===== config.mk =====
export PLATFORM = sky130hd
export DESIGN_NAME = mem_loader_flat
export DESIGN_NICKNAME = d
export VERILOG_FILES = /design/src/rtl/mem_loader_pkg.sv /design/src/rtl/mem_loader_if.sv /design/src/rtl/mem_loader_addr_cnt.sv /design/src/rtl/mem_loader.sv /design/src/flat_wrapper.sv
export SDC_FILE = /design/constraint.sdc
export NUM_CORES = 1
export LEC_CHECK = 0
export ABC_AREA = 1
export ABC_CLOCK_PERIOD_IN_PS = 4000
export CAP_MARGIN = 15
export CELL_PAD_IN_SITES_DETAIL_PLACEMENT = 1
export CELL_PAD_IN_SITES_GLOBAL_PLACEMENT = 2
export CORE_UTILIZATION = 28
export DETAILED_ROUTE_END_ITERATION = 6
export GPL_ROUTABILITY_DRIVEN = 0
export HOLD_SLACK_MARGIN = 0.03
export PLACE_DENSITY = 0.77
export SLEW_MARGIN = 20
export SYNTH_ARGS = -nofsm -noshare
export SYNTH_HDL_FRONTEND = slang
export SYNTH_SLANG_ARGS = --single-unit
export TNS_END_PERCENT = 5

===== constraint.sdc =====
create_clock -name clk -period 4 [get_ports clk]
set_input_delay 0.8 -clock clk [delete_from_list [all_inputs] [get_ports clk]]
set_output_delay 0.8 -clock clk [all_outputs]
set_load 0.01 [all_outputs]

===== src/rtl/mem_loader_pkg.sv =====
// mem_loader_pkg: loader FSM state encoding and CPU RAM geometry.
package mem_loader_pkg;
  localparam int RAM_AW    = 5;
  localparam int RAM_DW    = 8;
  localparam int RAM_DEPTH = 32;
  typedef enum logic [2:0] {
    S_IDLE,
    S_LOAD,
    S_FLUSH,
    S_RUN,
    S_ERR
  } state_t;
endpackage


===== src/rtl/mem_loader_if.sv =====
// mem_loader_if: byte-stream handshake plus RAM external write port.
interface mem_loader_if #(
  parameter int DW = 8,
  parameter int AW = 5
);
  logic          in_valid;
  logic          in_ready;
  logic [DW-1:0] in_data;
  logic          ewr;
  logic [AW-1:0] ead;
  logic [DW-1:0] edat;
  modport master (output in_valid, in_data, input in_ready, ewr, ead, edat);
  modport slave  (input in_valid, in_data, output in_ready, ewr, ead, edat);
endinterface


===== src/rtl/mem_loader_addr_cnt.sv =====
// mem_loader_addr_cnt: RAM write address counter; saturates at LOAD_LEN-1 and flags it.
module mem_loader_addr_cnt #(
  parameter int AW       = 5,
  parameter int LOAD_LEN = 32
) (
  input  logic          clk,
  input  logic          rst,
  input  logic          clr,
  input  logic          inc,
  output logic [AW-1:0] cnt,
  output logic          tc
);
  logic [AW-1:0] cnt_q, cnt_d;
  assign tc  = cnt_q == AW'(LOAD_LEN - 1);
  assign cnt = cnt_q;
  always_comb cnt_d = clr ? '0 : (inc & ~tc) ? cnt_q + AW'(1) : cnt_q;
  always_ff @(posedge clk or negedge rst)
    if (!rst) cnt_q <= '0;
    else      cnt_q <= cnt_d;
endmodule


===== src/rtl/mem_loader.sv =====
// mem_loader: writes LOAD_LEN stream bytes to sequential RAM addresses, then raises cpu_run.
// LOADER_CHECKSUM_EN adds a trailing mod-256 checksum byte and an ERR state on mismatch.
module mem_loader
  import mem_loader_pkg::*;
#(
  parameter int DW       = RAM_DW,
  parameter int AW       = RAM_AW,
  parameter int LOAD_LEN = RAM_DEPTH
) (
  input  logic        clk,
  input  logic        rst,
  input  logic        start,
  mem_loader_if.slave bus,
  output logic        cpu_run,
  output logic        load_done,
  output logic        load_err,
  output logic        busy
);
  state_t        state_q, state_d, fin;
  logic          in_ready_q, in_ready_d, ewr_q, ewr_d, run_q, run_d, busy_q, busy_d;
  logic [AW-1:0] ead_q, ead_d, cnt;
  logic [DW-1:0] edat_q, edat_d;
  logic          hs, wr, go, tc, last;
  assign hs = bus.in_valid & in_ready_q;
  assign go = start & (state_q inside {S_IDLE, S_RUN, S_ERR});
  mem_loader_addr_cnt #(.AW(AW), .LOAD_LEN(LOAD_LEN)) u_cnt (
    .clk, .rst, .clr(go), .inc(wr), .cnt, .tc
  );
`ifdef LOADER_CHECKSUM_EN
  logic       ck_q, ck_d, err_q, err_d;
  logic [7:0] sum_q, sum_d, sum_n;
  // ck_q marks that all data bytes are in and the next handshake is the checksum
  assign sum_n    = sum_q + 8'(bus.in_data);
  assign wr       = hs & ~ck_q;
  assign last     = hs & ck_q;
  assign fin      = (sum_n == 8'd0) ? S_FLUSH : S_ERR;
  assign ck_d     = go ? 1'b0 : ck_q | (wr & tc);
  assign sum_d    = go ? 8'd0 : hs ? sum_n : sum_q;
  assign err_d    = state_d == S_ERR;
  assign load_err = err_q;
`else
  assign wr       = hs;
  assign last     = hs & tc;
  assign fin      = S_FLUSH;
  assign load_err = 1'b0;
`endif
  always_comb begin
    state_d    = go ? S_LOAD : (state_q == S_FLUSH) ? S_RUN : last ? fin : state_q;
    in_ready_d = state_d == S_LOAD;
    busy_d     = state_d inside {S_LOAD, S_FLUSH};
    run_d      = state_d == S_RUN;
    ewr_d      = wr;
    ead_d      = wr ? cnt : ead_q;
    edat_d     = wr ? bus.in_data : edat_q;
  end
  always_ff @(posedge clk or negedge rst)
    if (!rst) begin
      state_q    <= S_IDLE;
      in_ready_q <= 1'b0;
      ewr_q      <= 1'b0;
      ead_q      <= '0;
      edat_q     <= '0;
      run_q      <= 1'b0;
      busy_q     <= 1'b0;
`ifdef LOADER_CHECKSUM_EN
      ck_q       <= 1'b0;
      sum_q      <= 8'd0;
      err_q      <= 1'b0;
`endif
    end else begin
      state_q    <= state_d;
      in_ready_q <= in_ready_d;
      ewr_q      <= ewr_d;
      ead_q      <= ead_d;
      edat_q     <= edat_d;
      run_q      <= run_d;
      busy_q     <= busy_d;
`ifdef LOADER_CHECKSUM_EN
      ck_q       <= ck_d;
      sum_q      <= sum_d;
      err_q      <= err_d;
`endif
    end
  assign bus.in_ready = in_ready_q;
  assign bus.ewr      = ewr_q;
  assign bus.ead      = ead_q;
  assign bus.edat     = edat_q;
  assign cpu_run      = run_q;
  assign load_done    = run_q;
  assign busy         = busy_q;
endmodule

===== src/flat_wrapper.sv =====
// flat-port wrapper written by rule: the top's interface ports become plain ports
module mem_loader_flat import mem_loader_pkg::*;
#(
  parameter int DW       = RAM_DW,
  parameter int AW       = RAM_AW,
  parameter int LOAD_LEN = RAM_DEPTH
)
  (clk, rst, start, cpu_run, load_done, load_err, busy, bus_in_valid, bus_in_data, bus_in_ready, bus_ewr, bus_ead, bus_edat);
  mem_loader_if #(.DW(DW), .AW(AW)) bus_i ();
  input  logic clk;
  input  logic rst;
  input  logic start;
  output logic cpu_run;
  output logic load_done;
  output logic load_err;
  output logic busy;
  input wire logic [$bits(bus_i.in_valid)-1:0] bus_in_valid;
  input wire logic [$bits(bus_i.in_data)-1:0] bus_in_data;
  output wire logic [$bits(bus_i.in_ready)-1:0] bus_in_ready;
  output wire logic [$bits(bus_i.ewr)-1:0] bus_ewr;
  output wire logic [$bits(bus_i.ead)-1:0] bus_ead;
  output wire logic [$bits(bus_i.edat)-1:0] bus_edat;
  assign bus_i.in_valid = bus_in_valid;
  assign bus_i.in_data = bus_in_data;
  assign bus_in_ready = bus_i.in_ready;
  assign bus_ewr = bus_i.ewr;
  assign bus_ead = bus_i.ead;
  assign bus_edat = bus_i.edat;
  mem_loader #(.DW(DW), .AW(AW), .LOAD_LEN(LOAD_LEN)) u_core (.clk(clk), .rst(rst), .start(start), .bus(bus_i), .cpu_run(cpu_run), .load_done(load_done), .load_err(load_err), .busy(busy));
endmodule

Floorplan with the power grid:
Bar = 20 um. Pins as bars on the die edge. Tap cells in gray.
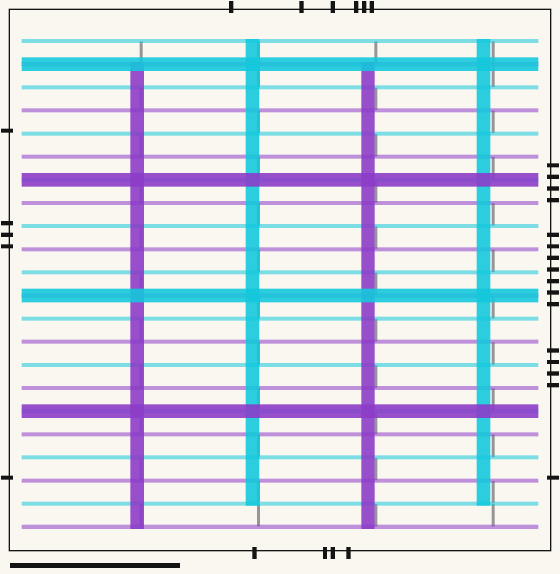
VDD: shown in cyan. VSS: shown in purple.
22 met1 rails follow the rows. 4 straps on met5. The core has 21 rows. 4 straps on met4. 31 signal pins sit on the boundary.
vertical extent of the die: 63.5 um
die width: 63.5 um

Cell density map:
Bar = 20 um. 6 x 6 tiles, from white (low) to dark blue (high), 0 to 100% covered.
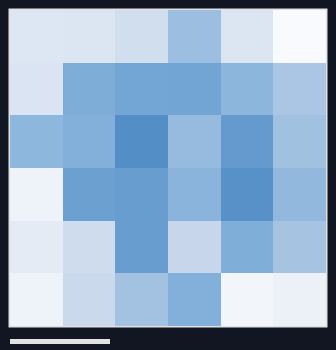
The fullest tile reaches 62%. The mean over all tiles is 34%. The emptiest ninth of the die: lower left.

Nets reached from selected ports:
Bar = 20 um.
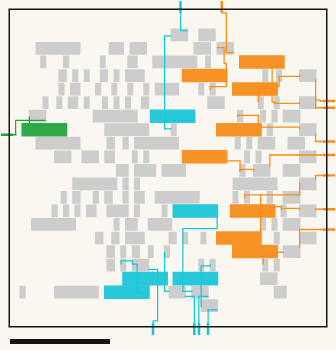
bus_edat: shown in orange, direction output, edge 7 right, 1 top, end cells 8, buffers 8, wire 150 um. busy: shown in green, direction output, edge left, end cells 1, buffers 1, wire 18.6 um. bus_ead: shown in cyan, direction output, edge 4 bottom, 1 top, end cells 5, buffers 5, wire 126 um.
count of boundary I/O pins: 31
tally of buffers added on design ports: 29

Cell outlines without signal wires:
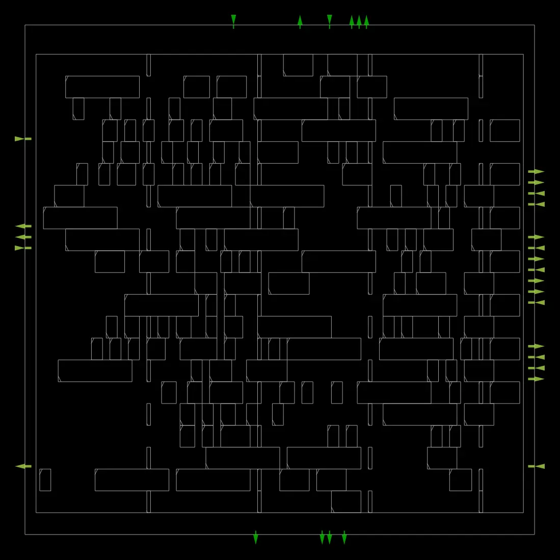
sequential cell count: 25
number of rows created at floorplan: 21
Final Util: 41.5%

Where the registers sit:
Bar = 20 um.
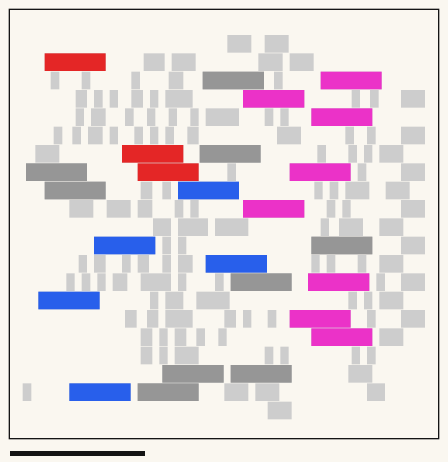
u_core.state_q: shown in red, sequential cells 3. u_core.u_cnt.cnt: shown in blue, sequential cells 5. u_core.bus.edat: shown in magenta, sequential cells 8.
Another 9 sequential cells are not colored.
area taken by flip-flops and latches: 626 um^2
power dissipated in sequential cells: 0.412 mW
fraction of area in registers: 43.5%

==> summary.txt <==
The run has ended; figures from its reports follow.

The most critical min-delay path falls under register to register. The wire length reported by the detailed router is 2300 um. On the critical path, the stage with the largest delay is an instance of sky130_fd_sc_hd__clkdlybuf4s50_1. The number of vias per cell after detailed routing is 4.27. The maximum number of buffers from clock root to sink came out at 2.

Yosys reported that registers with async set or reset make up 100%. The initial antenna violation count came out at 0. For the worst flop-to-flop path, the logic depth is 11.

The number of buffers inserted for hold repair after clock tree synthesis came out at 0. The average instance in the mapped netlist occupies 8.97 um^2. The synthesis run identifies the leading combinational cell family as simple AND/OR/NAND/NOR gates. The flow ran to the end, and the final reports show no timing, DRC or antenna violations. met2 track demand over resource after global routing is 21.8%.

The H-tree depth came out at 1. After detailed routing, no signal wire sits above met4. The chip area line in the Yosys stat output reads 1060 um^2. In this run the register-to-register setup slack is 2.32 ns.

The number of sinks driven by the clock tree is 25. The first routing iteration left 45 violations. The largest total area in the synthesized netlist belongs to sky130_fd_sc_hd__dfrtp_1.

TritonRoute output was used to compute an average wire per cell of 11.8 um. Counting I/O delays and the setup requirement, the final critical path takes 2.01 ns. The summed negative setup slack over all endpoints is 0 ns. The routed length on met1 came out at 1070 um. The global-route met3 utilization came out at 3.26%. The count of buffer and inverter cells on the critical path came out at 1. The worst setup path is launched from a register.

Global routing used 16.0% of the available met1 tracks. The synthesized netlist contains 22 unique library cells. The required time at the endpoint of the critical path is 3.20 ns. The synthesis warning total is 0. The most common logic cell in the routed design is sky130_fd_sc_hd__nand2_1. The portion of synthesized area spent on multiplexers is 0%.

The share of synthesized cell area in and, or, nand and nor gates came out at 23.4%. The number of standard cells in the final layout excluding fillers is 195. The routed layout has 832 vias. The final-report max-slew violation count came out at 0. The total iterations of the first detailed-routing run is 4. The total number of cells along the worst setup path came out at 1.

Looking at the cell usage after synthesis, the top flip-flop cell is sky130_fd_sc_hd__dfrtp_1. Including well taps, the total number of placed cells is 191. The clock transition at the registers of the reported paths came out at 0.08 ns. The power density over the cells is 679 nW/um^2. The antenna violation net count after detailed routing is 0.

The post-synthesis share of cell area spent on and-or and or-and gates came out at 7.57%. In the final report, the number of hold violations comes to 0. In the placement report, post-DP HPWL is listed as 1650 um.

The leakage power in the latest report is 0.715 nW. The signed area change from the synthesized netlist to the final layout is 35.9%. After synthesis, the most frequently instantiated cells are sky130_fd_sc_hd__nand2_1, sky130_fd_sc_hd__dfrtp_1, sky130_fd_sc_hd__inv_1. The cell with the most instances after synthesis is sky130_fd_sc_hd__nand2_1. The clock skew is 0.00176 ns.

For reference, the top cells by area after synthesis are sky130_fd_sc_hd__dfrtp_1, sky130_fd_sc_hd__nand2_1, sky130_fd_sc_hd__inv_1. Summed over all nets, wire length on met2 after detailed routing comes to 1100 um. Recorded from the global router log, the overflow total was 0. The type of destination of the critical path is an output pin. The critical path in this run is classified as register to output pin. The count of cells resized by post-cts repair came out at 0. The first global-routing pass estimated 4100 um of wire. In this run the post-CTS setup repair buffer count came out at 0. The layer with the highest usage is met2. The number of cells in the yosys synthesis report is 118.

The post-route fraction of the period consumed by the critical path came out at 50.3%. The most common logic cells in the final layout are sky130_fd_sc_hd__nand2_1, sky130_fd_sc_hd__clkdlybuf4s50_1, sky130_fd_sc_hd__dfrtp_1. The total of max-cap violations is 0. 0 antenna diodes ended up in the layout. The number of buffers created by CTS is 3. The synthesized netlist cell count came out at 118. The number of synthesized flops with an enable pin came out at 0. The share of the core filled by cells before placement came out at 30.5%.

The stage logs contain a warning count of 26. Setup repair after global routing left no endpoint under its margin. The critical path goes through clkdlybuf4s50_1.

Clock latency on the worst-skew pair, taken at its later pin, is 0.26 ns. The area share of the largest cell type after synthesis came out at 59.1%. The critical path data arrival time came out at 1.21 ns. The area share of xor/xnor cells in the synthesized design is 0%.

The synthesized netlist net count is 132. The total global-route track usage came out at 13.2%. TritonCTS built the clock tree. In the final design database the tool counted 164 nets. The stage delay of the slowest cell on the critical path is 0.56 ns. The area of the core is 3470 um^2.

The total met3 wirelength after detailed routing is 119 um. Per the synth log, the flip-flop and latch total comes to 25. The flow reports an fmax of 497 MHz. The tree is rooted in a sky130_fd_sc_hd__clkbuf_8.

The number of global-route vias before repair is 874. In this run the worst path has a maximum fanout of 3. The kind of cell adding the most delay to the critical path is buffers and inverters. The synthesized area is 1060 um^2. The worst hold path passes through 2 cells. Summing the areas of all fa, ha and maj instances in the mapped netlist gives 2.36% of the synthesized area. In this run the VDD rail shows a maximum IR drop of 0.000224 V. The largest net degree at the start of global routing is 26.

The chip footprint came out at 4030 um^2. The share of synthesized area occupied by flip-flops and latches is 59.1%. The post-detailed-route DRC marker count came out at 0. The fraction of final layout cells sized beyond drive strength 1 came out at 11.4%. The count of final setup violators is 0.
==> cell type report <==
cell class	count	area, um^2
tap	46	57.6
sequential	25	626
clock buffer	4	45.0
timing repair buffer	30	298
multi-input combinational	75	357
fill	412	2030
inverter	15	56.3
==> registers in the layout, indices dropped and copies added (netlist names) <==
register,count
u_core.bus.edat,8
u_core.u_cnt.cnt,5
u_core.cpu_run,1
u_core.busy,1
u_core.bus.ewr,1
u_core.state_q,3
u_core.bus.ead,5
u_core.bus.in_ready,1
==> logic make-up (layout without fill, tap and decap cells) <==
logic type	count (synthesis)	in the layout
and+or+nand+nor	59	59
adders and majority gates	2	2
DFF	25	25
other	1	1
buffers and inverters	18	49
AOI/OAI and AO/OA	13	13
==> report_power, final <==
part           switching, mW  internal [mW]  leakage (nW)
registers             0.0622          0.350         0.300
clock network         0.0767         0.0711        0.0228
logic                  0.214          0.204         0.392
total                  0.353          0.625         0.715
==> path summary, 6_finish.rpt <==
check / from / endpoint
max in group asynchronous: rst / u_core.bus.edat[2]
worst min register to register: u_core.bus.edat[1] / u_core.bus.edat[1]
min in group asynchronous: rst / u_core.bus.edat[1]
worst max register to register: u_core.u_cnt.cnt[1] / u_core.busy
worst min-delay path: u_core.bus.edat[1] / u_core.bus.edat[1]
worst max-delay path: u_core.bus.in_ready / bus_in_ready
==> per-stage QoR <==
step	util (%)	hold WS, ns	setup slack (ns)	power, mW	instance area (um^2)
final	41.5	0.487	1.99	0.978	1440
after detailed placement	40.2	0.473	1.80	0.842	1390
after global routing	41.5	0.528	1.92	1.06	1440
after floorplan	-	0.482	2.58	0.643	1060
after CTS	41.5	0.494	1.97	0.997	1440
after global placement	40.2	0.466	1.84	0.827	1390
Power figures rest on the tool's default switching activity, not on a simulated workload.
